[config.mk]
export PLATFORM = sky130hd
export DESIGN_NAME = uart_tx_fifo
export DESIGN_NICKNAME = d
export VERILOG_FILES = /design/src/rtl/uart_tx_fifo.sv
export SDC_FILE = /design/constraint.sdc
export NUM_CORES = 1
export LEC_CHECK = 0
export CAP_MARGIN = 20
export CORE_ASPECT_RATIO = 1.75
export CORE_UTILIZATION = 40
export CTS_BUF_LIST = sky130_fd_sc_hd__clkbuf_4 sky130_fd_sc_hd__clkbuf_8 sky130_fd_sc_hd__clkbuf_16
export CTS_CLUSTER_SIZE = 20
export DETAILED_ROUTE_END_ITERATION = 12
export PLACE_DENSITY_LB_ADDON = 0.2
export REMOVE_ABC_BUFFERS = 1
export SLEW_MARGIN = 0
export SYNTH_ARGS = -nofsm -noshare
export SYNTH_HDL_FRONTEND = slang
export SYNTH_SLANG_ARGS = --single-unit
[constraint.sdc]
create_clock -name Clk -period 5.99 [get_ports Clk]
set_input_delay 1.797 -clock Clk [delete_from_list [all_inputs] [get_ports Clk]]
set_output_delay 1.797 -clock Clk [all_outputs]
set_load 0.01 [all_outputs]
[src/rtl/uart_tx_fifo.sv]
// UART transmitter fed by a small circular-buffer FIFO. LSB-first frames: one start bit,
// DATA_BITS data bits, STOP_BITS stop bits, no parity; the FSM advances only on Tick.
module uart_tx_fifo #(
  parameter int unsigned DATA_BITS  = 8,
  parameter int unsigned STOP_BITS  = 1,
  parameter int unsigned FIFO_DEPTH = 4,
  parameter int unsigned CNT_W      = 3
) (
  input  logic                 Clk,
  input  logic                 Reset,
  input  logic                 Tick,
  input  logic [DATA_BITS-1:0] DataIn,
  input  logic                 WrEn,
  output logic                 Full,
  output logic                 Empty,
  output logic [CNT_W-1:0]     Count,
  output logic                 Busy,
  output logic                 Tx
);

  localparam int unsigned PtrW = (CNT_W > 1) ? CNT_W - 1 : 1;
  localparam int unsigned BitW = 3;
  localparam logic [BitW-1:0]  LastBit  = BitW'(DATA_BITS - 1);
  localparam logic             LastStop = 1'(STOP_BITS - 1);
  localparam logic [CNT_W-1:0] DepthCnt = CNT_W'(FIFO_DEPTH);

  typedef enum logic [1:0] {StIdle, StStart, StData, StStop} state_e;

  logic [DATA_BITS-1:0] mem_q [FIFO_DEPTH];
  logic [DATA_BITS-1:0] mem_d [FIFO_DEPTH];
  logic [PtrW-1:0]      wr_ptr_q, wr_ptr_d;
  logic [PtrW-1:0]      rd_ptr_q, rd_ptr_d;
  logic [CNT_W-1:0]     count_q, count_d;
  logic                 full_q, full_d;
  logic                 empty_q, empty_d;

  state_e               state_q, state_d;
  logic [DATA_BITS-1:0] shift_q, shift_d;
  logic [BitW-1:0]      bit_cnt_q, bit_cnt_d;
  logic                 stop_cnt_q, stop_cnt_d;
  logic                 tx_q, tx_d;

  logic push;
  logic pop;

  // Full is the registered flag, so a write on a pop edge while full is still dropped.
  assign push = WrEn && !full_q;

  always_comb begin
    state_d    = state_q;
    shift_d    = shift_q;
    bit_cnt_d  = bit_cnt_q;
    stop_cnt_d = stop_cnt_q;
    tx_d       = tx_q;
    pop        = 1'b0;
    if (Tick) begin
      case (state_q)
        StIdle: begin
          if (!empty_q) begin
            pop     = 1'b1;
            shift_d = mem_q[rd_ptr_q];
            tx_d    = 1'b0;
            state_d = StStart;
          end else begin
            tx_d = 1'b1;
          end
        end
        StStart: begin
          tx_d      = shift_q[0];
          bit_cnt_d = '0;
          state_d   = StData;
        end
        StData: begin
          if (bit_cnt_q != LastBit) begin
            shift_d   = shift_q >> 1;
            tx_d      = shift_q[1];
            bit_cnt_d = bit_cnt_q + BitW'(1);
          end else begin
            tx_d       = 1'b1;
            stop_cnt_d = 1'b0;
            state_d    = StStop;
          end
        end
        StStop: begin
          if (stop_cnt_q != LastStop) begin
            stop_cnt_d = stop_cnt_q + 1'b1;
          end else if (!empty_q) begin
            // Back-to-back frame: start bit follows the last stop bit directly.
            pop     = 1'b1;
            shift_d = mem_q[rd_ptr_q];
            tx_d    = 1'b0;
            state_d = StStart;
          end else begin
            state_d = StIdle;
          end
        end
        default: state_d = StIdle;
      endcase
    end
  end

  always_comb begin
    mem_d = mem_q;
    if (push) begin
      mem_d[wr_ptr_q] = DataIn;
    end
    wr_ptr_d = push ? wr_ptr_q + PtrW'(1) : wr_ptr_q;
    rd_ptr_d = pop ? rd_ptr_q + PtrW'(1) : rd_ptr_q;
    case ({push, pop})
      2'b10:   count_d = count_q + CNT_W'(1);
      2'b01:   count_d = count_q - CNT_W'(1);
      default: count_d = count_q;
    endcase
    full_d  = (count_d == DepthCnt);
    empty_d = (count_d == '0);
  end

  always_ff @(posedge Clk) begin
    mem_q <= mem_d;
  end

  always_ff @(posedge Clk) begin
    if (Reset) begin
      wr_ptr_q   <= '0;
      rd_ptr_q   <= '0;
      count_q    <= '0;
      full_q     <= 1'b0;
      empty_q    <= 1'b1;
      state_q    <= StIdle;
      shift_q    <= '0;
      bit_cnt_q  <= '0;
      stop_cnt_q <= 1'b0;
      tx_q       <= 1'b1;
    end else begin
      wr_ptr_q   <= wr_ptr_d;
      rd_ptr_q   <= rd_ptr_d;
      count_q    <= count_d;
      full_q     <= full_d;
      empty_q    <= empty_d;
      state_q    <= state_d;
      shift_q    <= shift_d;
      bit_cnt_q  <= bit_cnt_d;
      stop_cnt_q <= stop_cnt_d;
      tx_q       <= tx_d;
    end
  end

  assign Tx    = tx_q;
  assign Busy  = (state_q != StIdle);
  assign Full  = full_q;
  assign Empty = empty_q;
  assign Count = count_q;

endmodule

Run 1, metal 3:
Cells faint in the background.
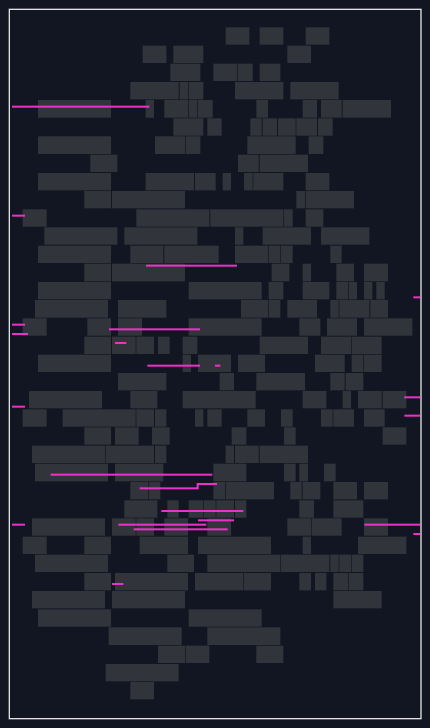
The layer holds 3.5% of the routed length. 20 nets have wire on it.
via count: 1532
routing usage on met3: 0.02920
total detailed-routing wirelength: 4552 um

Run 1, sizing map:
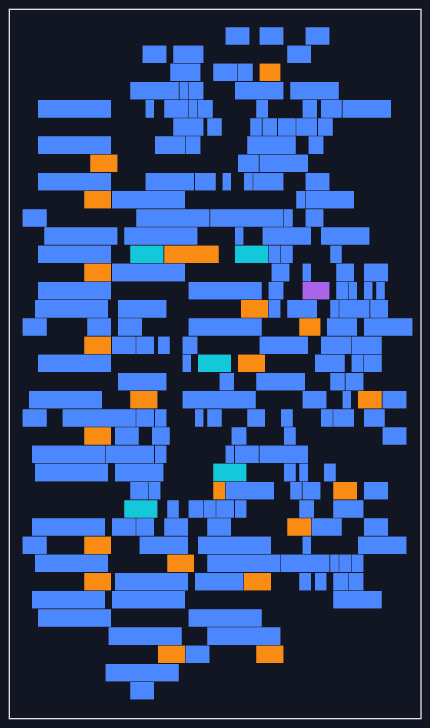
Key: _6 and larger = cyan [cells 5, most used clkbuf_8]; _0 and _1 cells = blue [cells 182, most used edfxtp_1]; _2 cells = orange [cells 21, most used mux2_2]; _3 and _4 cells = purple [cells 1, most used or3b_4]
bufs w/o clock: 18
synthesis-to-finish area growth: 12.63%
post-layout worst setup margin: 2.089 ns

Run 1, gate-type map:
Bar = 20 um.
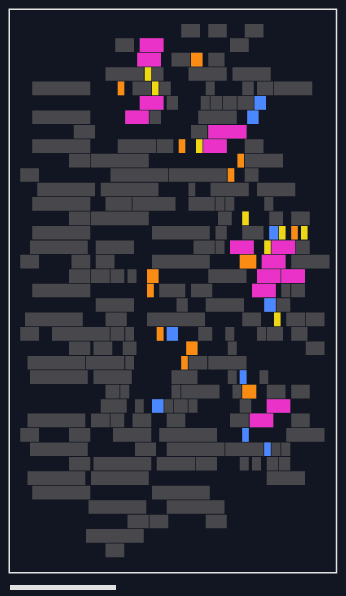
Key: fa/ha/maj cells = magenta [cells 14]; inv cells = yellow [cells 8]; nand cells = blue [cells 9]; nor cells = orange [cells 13]
count of non-filler cells in the finished layout: 287
fraction of standard cell area in multi-input logic: 0.3498

==> Changelog: implementation, run 1 <==
### Changed

- End of the critical path: Empty$_SDFF_PP1_
- Synth logic family: AND-OR/OR-AND gates
- Library cell used as clock root buffer: clkbuf_8
- Status: finished, final reports clean
- Cell count listed in synth_stat.txt: 193
- Crit path max-delay family: simple AND/OR/NAND/NOR gates
- Unique cell type count in the Yosys netlist: 41
- Vert. Die Dim: 105.9 um
- Clk_skew: 0.002946 ns
- Xor/xnor share: 0.007099
- Number of sinks driven by the clock tree: 55
- Kind of start point of the critical path: input port
- Drt first-iter violations: 76
- Reg2reg path depth: 9
- Worst skew pair latency: 0.30 ns
- CTS hold repair buffers: 0
- FP Rows: 37
- Post-detailed-route via-to-cell ratio: 5.338
- Total Neg Setup Slack: 0 ns
- Final Hold Fails: 0
- Wire per inst: 15.86 um
- Vias in the first global route: 1542
- Post-CTS setup buffer count: 0
- Width of the chip: 61.37 um
- Launching instance or port of the critical path: WrEn
- CTS buffer count: 5
- Number of buffers and inverters on the critical path: 2
- Leading registers by flop count: mem_q (32), shift_q (8)
- Share of cells above drive strength 1: 0.1292
- Arrival @ worst endpoint: 4.10 ns
- Total of buffers placed on input and output ports: 18
- Critical path cell sequence: clkdlybuf4s50_1, nor2b_1, inv_1, ha_1, fa_1, xnor2_1, or3_1, a31o_2
- Number of placed cells counting well taps: 280
- Class of the most critical hold timing path: flip-flop to flip-flop
- H-tree depth: 2
- Yosys warnings: 0
- Clock Tree Buf Depth: 2
- Post-route worst hold slack: 0.4817 ns
- HPWL reported at the end of detailed placement: 3095 um
- Largest net degree at the start of global routing: 25
- Min-Delay Endpoint: bit_cnt_q[1]$_SDFFE_PP0P_
- Worst path max stage delay: 0.44 ns
- Nature of the critical path endpoint: flip-flop
- # Max-Cap Violations: 0
- Fin crit period: 3.901 ns
- Uppermost signal routing layer after detailed routing: met4
- Instance tally after logic synthesis: 193
- Setup slack on the worst flop-to-flop path: 3.43 ns
- Category of the most critical setup path: input port to flip-flop
- Worst setup slack before clock tree synthesis: 1.775 ns
- Routed wl met2: 2531 um
- Largest register FFs: 32
- Number of diodes: 0
- Proportion of synthesized chip area in sequential cells: 0.5761
- Die area: 0.006499 mm2
==> run 1: cell type report <==
cell class	instances	area [um2]
repair buffers	18	180.2
flip-flops and latches	55	1421
well taps	78	97.59
inverters	8	30.03
clock inverters	2	8.758
clock buffers	5	68.82
multi-input cells	121	972.2
fillers	570	3147
==> run 1: metrics by stage <==
| step | util | cell area, um2 | power (uW) |
|---|---|---|---|
| floorplan | - | 2424 | 611.2 |
| global placement | 0.4559 | 2701 | 681.5 |
| detailed placement | 0.4559 | 2701 | 686.0 |
| CTS | 0.4690 | 2779 | 872.7 |
| global route | 0.4690 | 2779 | 910.7 |
| finish | 0.4690 | 2779 | 862.5 |
==> run 1: cells in the mapped netlist (4+ instances only) <==
master    number  area share
edfxtp_1      32        0.39
dfxtp_1       23        0.19
a21oi_1       16       0.032
mux2_2        14       0.064
ha_1          13       0.066
a211oi_1      10       0.030
and2_1         8       0.020
inv_1          8       0.012
nor2_1         8       0.012
a222oi_1       7       0.028
o21ai_0        7       0.014
clkbuf_1       4      0.0061
nand2b_1       4       0.010
==> run 1: report_power, final <==
part           internal, uW  total [uW]  switching [uW]
registers               439         471            32.1
clock network          78.1         188             110
logic                   101         203             103
total                   618         863             245
==> run 1: per-layer routing <==
layer / global-route usage / up-vias
met2: 0.2795 / 36
met3: 0.02920 / 4
met5: 0 / -
met1: 0.1767 / 740
li1: - / 752
met4: 0.05238 / 0
==> run 1: placed cells by master (no fill, tap or decap), types with 4 or more instances in the layout <==
cell type and instances:
dfxtp_1 23, inv_1 8, mux2_2 14, clkdlybuf4s50_1 18
a211oi_1 10, nor2_1 8, and2_1 8, ha_1 13
o21ai_0 7, a222oi_1 7, edfxtp_1 32, nand2b_1 4
clkbuf_8 5, a21oi_1 16
Run 1, clock distribution:
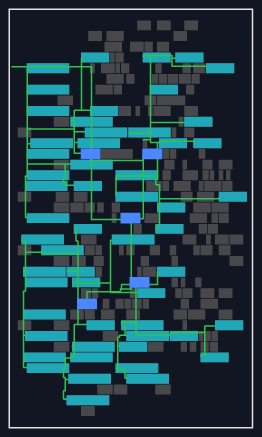

==> run 2, diff against run 1 <==
clock period = 3.12 ns   (was 5.99 ns; I/O delays follow)
Run 2, clock distribution:
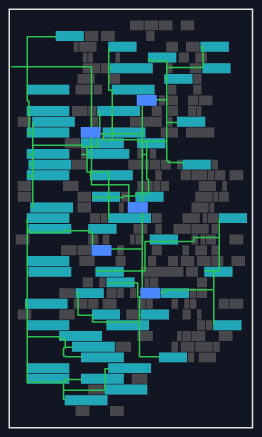
Key: flip-flops = cyan [count 55]; clock wires = green [length 664 um]; clock drivers = blue [count 5]
There are 6 routed clock nets. Position of the flops: spread over the die.
clock network fraction of total power: 0.261
worst skew pair latency: 0.31 ns
clock network power consumption: 466 uW

Run 2, metal 3:
Cells faint in the background.
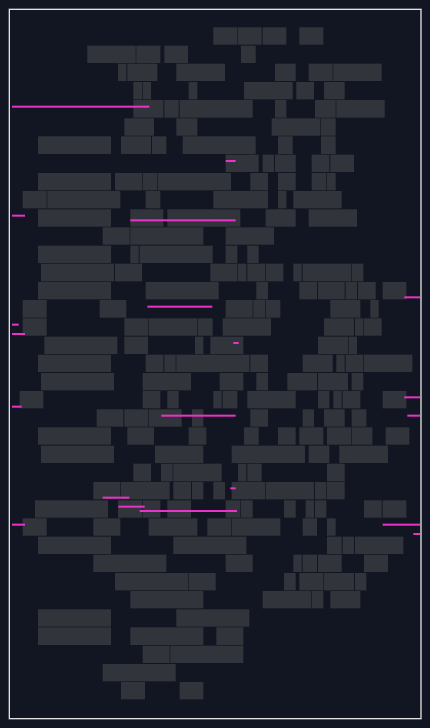
15 nets have wire on it. The layer carries 97.5 um of wire. The layer holds 2.2% of the routed length. The wires run mostly horizontal. The longest straight run is 20.2 um.
routing usage on met3: 0.02555
total detailed-routing wirelength: 4426 um

==> run 2 against run 1 <==
Against the previous run:
- synthesized area unchanged
- core utilization grew 1.5 points
- routed wire length decreased by 2.8%
- sequential cell count unchanged
- total power rose by 110%
- critical path type unchanged
- largest power group unchanged
==> Changelog: implementation, run 2 <==
### Changed

- Yosys warnings: 0 (unchanged)
- H-tree depth: 2 (unchanged)
- Width of the chip: 61.37 um (unchanged)
- Cell count listed in synth_stat.txt: 193 (unchanged)
- Proportion of synthesized chip area in sequential cells: 0.5761 (unchanged)
- Count of non-filler cells in the finished layout: 296 (was 287)
- Worst setup slack before clock tree synthesis: -0.06178 ns (was 1.775 ns)
- Nature of the critical path endpoint: flip-flop (unchanged)
- Drt first-iter violations: 93 (was 76)
- CTS hold repair buffers: 0 (unchanged)
- Status: finished, final reports clean (unchanged)
- Vias in the first global route: 1535 (was 1542)
- HPWL reported at the end of detailed placement: 3076 um (was 3095 um)
- FP Rows: 37 (unchanged)
- Sequential power share: 0.508 (was 0.546)
- Unique cell type count in the Yosys netlist: 41 (unchanged)
- Most instantiated logic cells after routing: 32 x edfxtp_1, 23 x dfxtp_1, 18 x clkdlybuf4s50_1, 16 x a21oi_1, 14 x mux2_2 (unchanged)
- Largest net degree at the start of global routing: 25 (unchanged)
- Worst path max stage delay: 0.47 ns (was 0.44 ns)
- Share of cells above drive strength 1: 0.1651 (was 0.1292)
- Crit path max-delay family: simple AND/OR/NAND/NOR gates (unchanged)
- Clock Tree Buf Depth: 2 (unchanged)
- Number of sinks driven by the clock tree: 55 (unchanged)
- # Max-Cap Violations: 0 (unchanged)
- CTS buffer count: 5 (unchanged)
- Wire per inst: 14.95 um (was 15.86 um)
- Category of the most critical setup path: input port to flip-flop (unchanged)
- Arrival @ worst endpoint: 3.06 ns (was 4.10 ns)
- Critical path cell sequence: clkdlybuf4s50_1, or3b_4, nor2_1, ha_1, fa_1, xnor2_1, or3_1, a31o_2 (was clkdlybuf4s50_1, nor2b_1, inv_1, ha_1, fa_1, xnor2_1, or3_1, a31o_2)
- Vert. Die Dim: 105.9 um (unchanged)
- Global-route wire length before repair: 7438 um (was 7320 um)
- Highest-count logic cell in the final layout: edfxtp_1 (unchanged)
- Leading registers by flop count: mem_q (32), shift_q (8) (unchanged)
- Internal power consumption: 1292 uW (was 617.8 uW)
- Total Neg Setup Slack: 0 ns (unchanged)
- Final slew viol count: 0 (unchanged)
- Fill cell instance count of the final layout: 581 (was 570)
- Synthesis-to-finish area growth: 16.28% (was 12.63%)
- Largest register FFs: 32 (unchanged)
- Instance tally after logic synthesis: 193 (unchanged)
- Portion of total power attributed to combinational logic: 0.231 (was 0.236)
- Kind of start point of the critical path: input port (unchanged)
- Total of buffers placed on input and output ports: 18 (unchanged)
- Commonest cells in the synthesized netlist: 32 x edfxtp_1, 23 x dfxtp_1, 16 x a21oi_1, 14 x mux2_2, 13 x ha_1 (unchanged)
- Post-detailed-route via-to-cell ratio: 5.314 (was 5.338)
- Clk_skew: 0.01144 ns (was 0.002946 ns)
- Post-layout worst setup margin: 0.2708 ns (was 2.089 ns)
- Library cell used as clock root buffer: clkbuf_8 (unchanged)
- Number of buffers and inverters on the critical path: 1 (was 2)
- Final Hold Fails: 0 (unchanged)
- Class of the most critical hold timing path: flip-flop to flip-flop (unchanged)
- Number of placed cells counting well taps: 288 (was 280)
- Top area cells in the synthesized netlist: edfxtp_1 39%, dfxtp_1 19%, ha_1 6.6% (unchanged)
- Number of diodes: 0 (unchanged)
- Top area contributor share: 0.3895 (unchanged)
- Net switching power figure: 491.4 uW (was 244.7 uW)
- Top-count cell post-synth: edfxtp_1 (unchanged)
- Total power after layout: 1784 uW (was 862.5 uW)
- Post-route worst hold slack: 0.4686 ns (was 0.4817 ns)
- Fraction of power spent switching nets: 0.2755 (was 0.2837)
- Post-CTS setup buffer count: 0 (unchanged)
- Die area: 0.006499 mm2 (unchanged)
Run 2, track usage over the die:
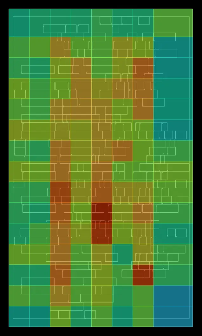
most heavily used metal layer in global routing: met2
aggregate global-route resource usage: 0.1575
fraction of the core area covered by cells at the end of the flow: 0.4842
global-route track usage on met1: 0.1850

## run 2: cell counts after synthesis
No cell type changed its count.
## run 2: kinds of logic after synthesis
kind of cell             share of synthesized area
XOR/XNOR                                  0.007101
AND/OR/NAND/NOR                            0.09027
buffers and inverters                      0.02991
adder cells (fa/ha/maj)                    0.07404
AND-OR/OR-AND                               0.1374
flip-flops                                  0.5761
multiplexers                               0.08519
## run 2: power groups by stage
stage / Combinational, uW / Sequential, uW / Clock [uW]
2_1_floorplan: 261 / 912 / 0
3_3_place_gp: 409 / 923 / 0
3_5_place_dp: 413 / 924 / 0
4_1_cts: 416 / 907 / 481
5_1_grt: 462 / 918 / 502
6_report: 411 / 906 / 466
## run 2: path summary, 6_finish.rpt
path	slack [ns]	end	depth (start not counted)	start
hold reg to reg	0.47	Tx$_SDFFE_PP1P_	1	Tx$_SDFFE_PP1P_
setup reg to reg	0.57	Empty$_SDFF_PP1_	9	state_q[0]$_SDFFE_PP0P_
setup / recovery	0.27	Empty$_SDFF_PP1_	8	Tick
hold / removal	0.47	Tx$_SDFFE_PP1P_	1	Tx$_SDFFE_PP1P_
## run 2: routing by layer
layer | track usage | up-vias | wire [um]
li1 | - | 775 | -
met3 | 0.02555 | 7 | 97
met5 | 0 | - | 0
met2 | 0.2748 | 23 | 2456
met1 | 0.1850 | 768 | 1793
met4 | 0.06190 | 0 | 78
## run 2: cell type report
| type | count | area (um2) | share of cell area |
|---|---|---|---|
| Clock buffer | 5 | 68.82 | 0.02399 |
| Clock inverter | 3 | 38.79 | 0.01352 |
| Inverter | 8 | 30.03 | 0.01047 |
| Multi-Input combinational cell | 121 | 972.2 | 0.3389 |
| Sequential cell | 55 | 1421 | 0.4954 |
| Tap cell | 78 | 97.59 | 0.03402 |
| Timing Repair Buffer | 26 | 240.2 | 0.08373 |
Power figures rest on the tool's default switching activity, not on a simulated workload.
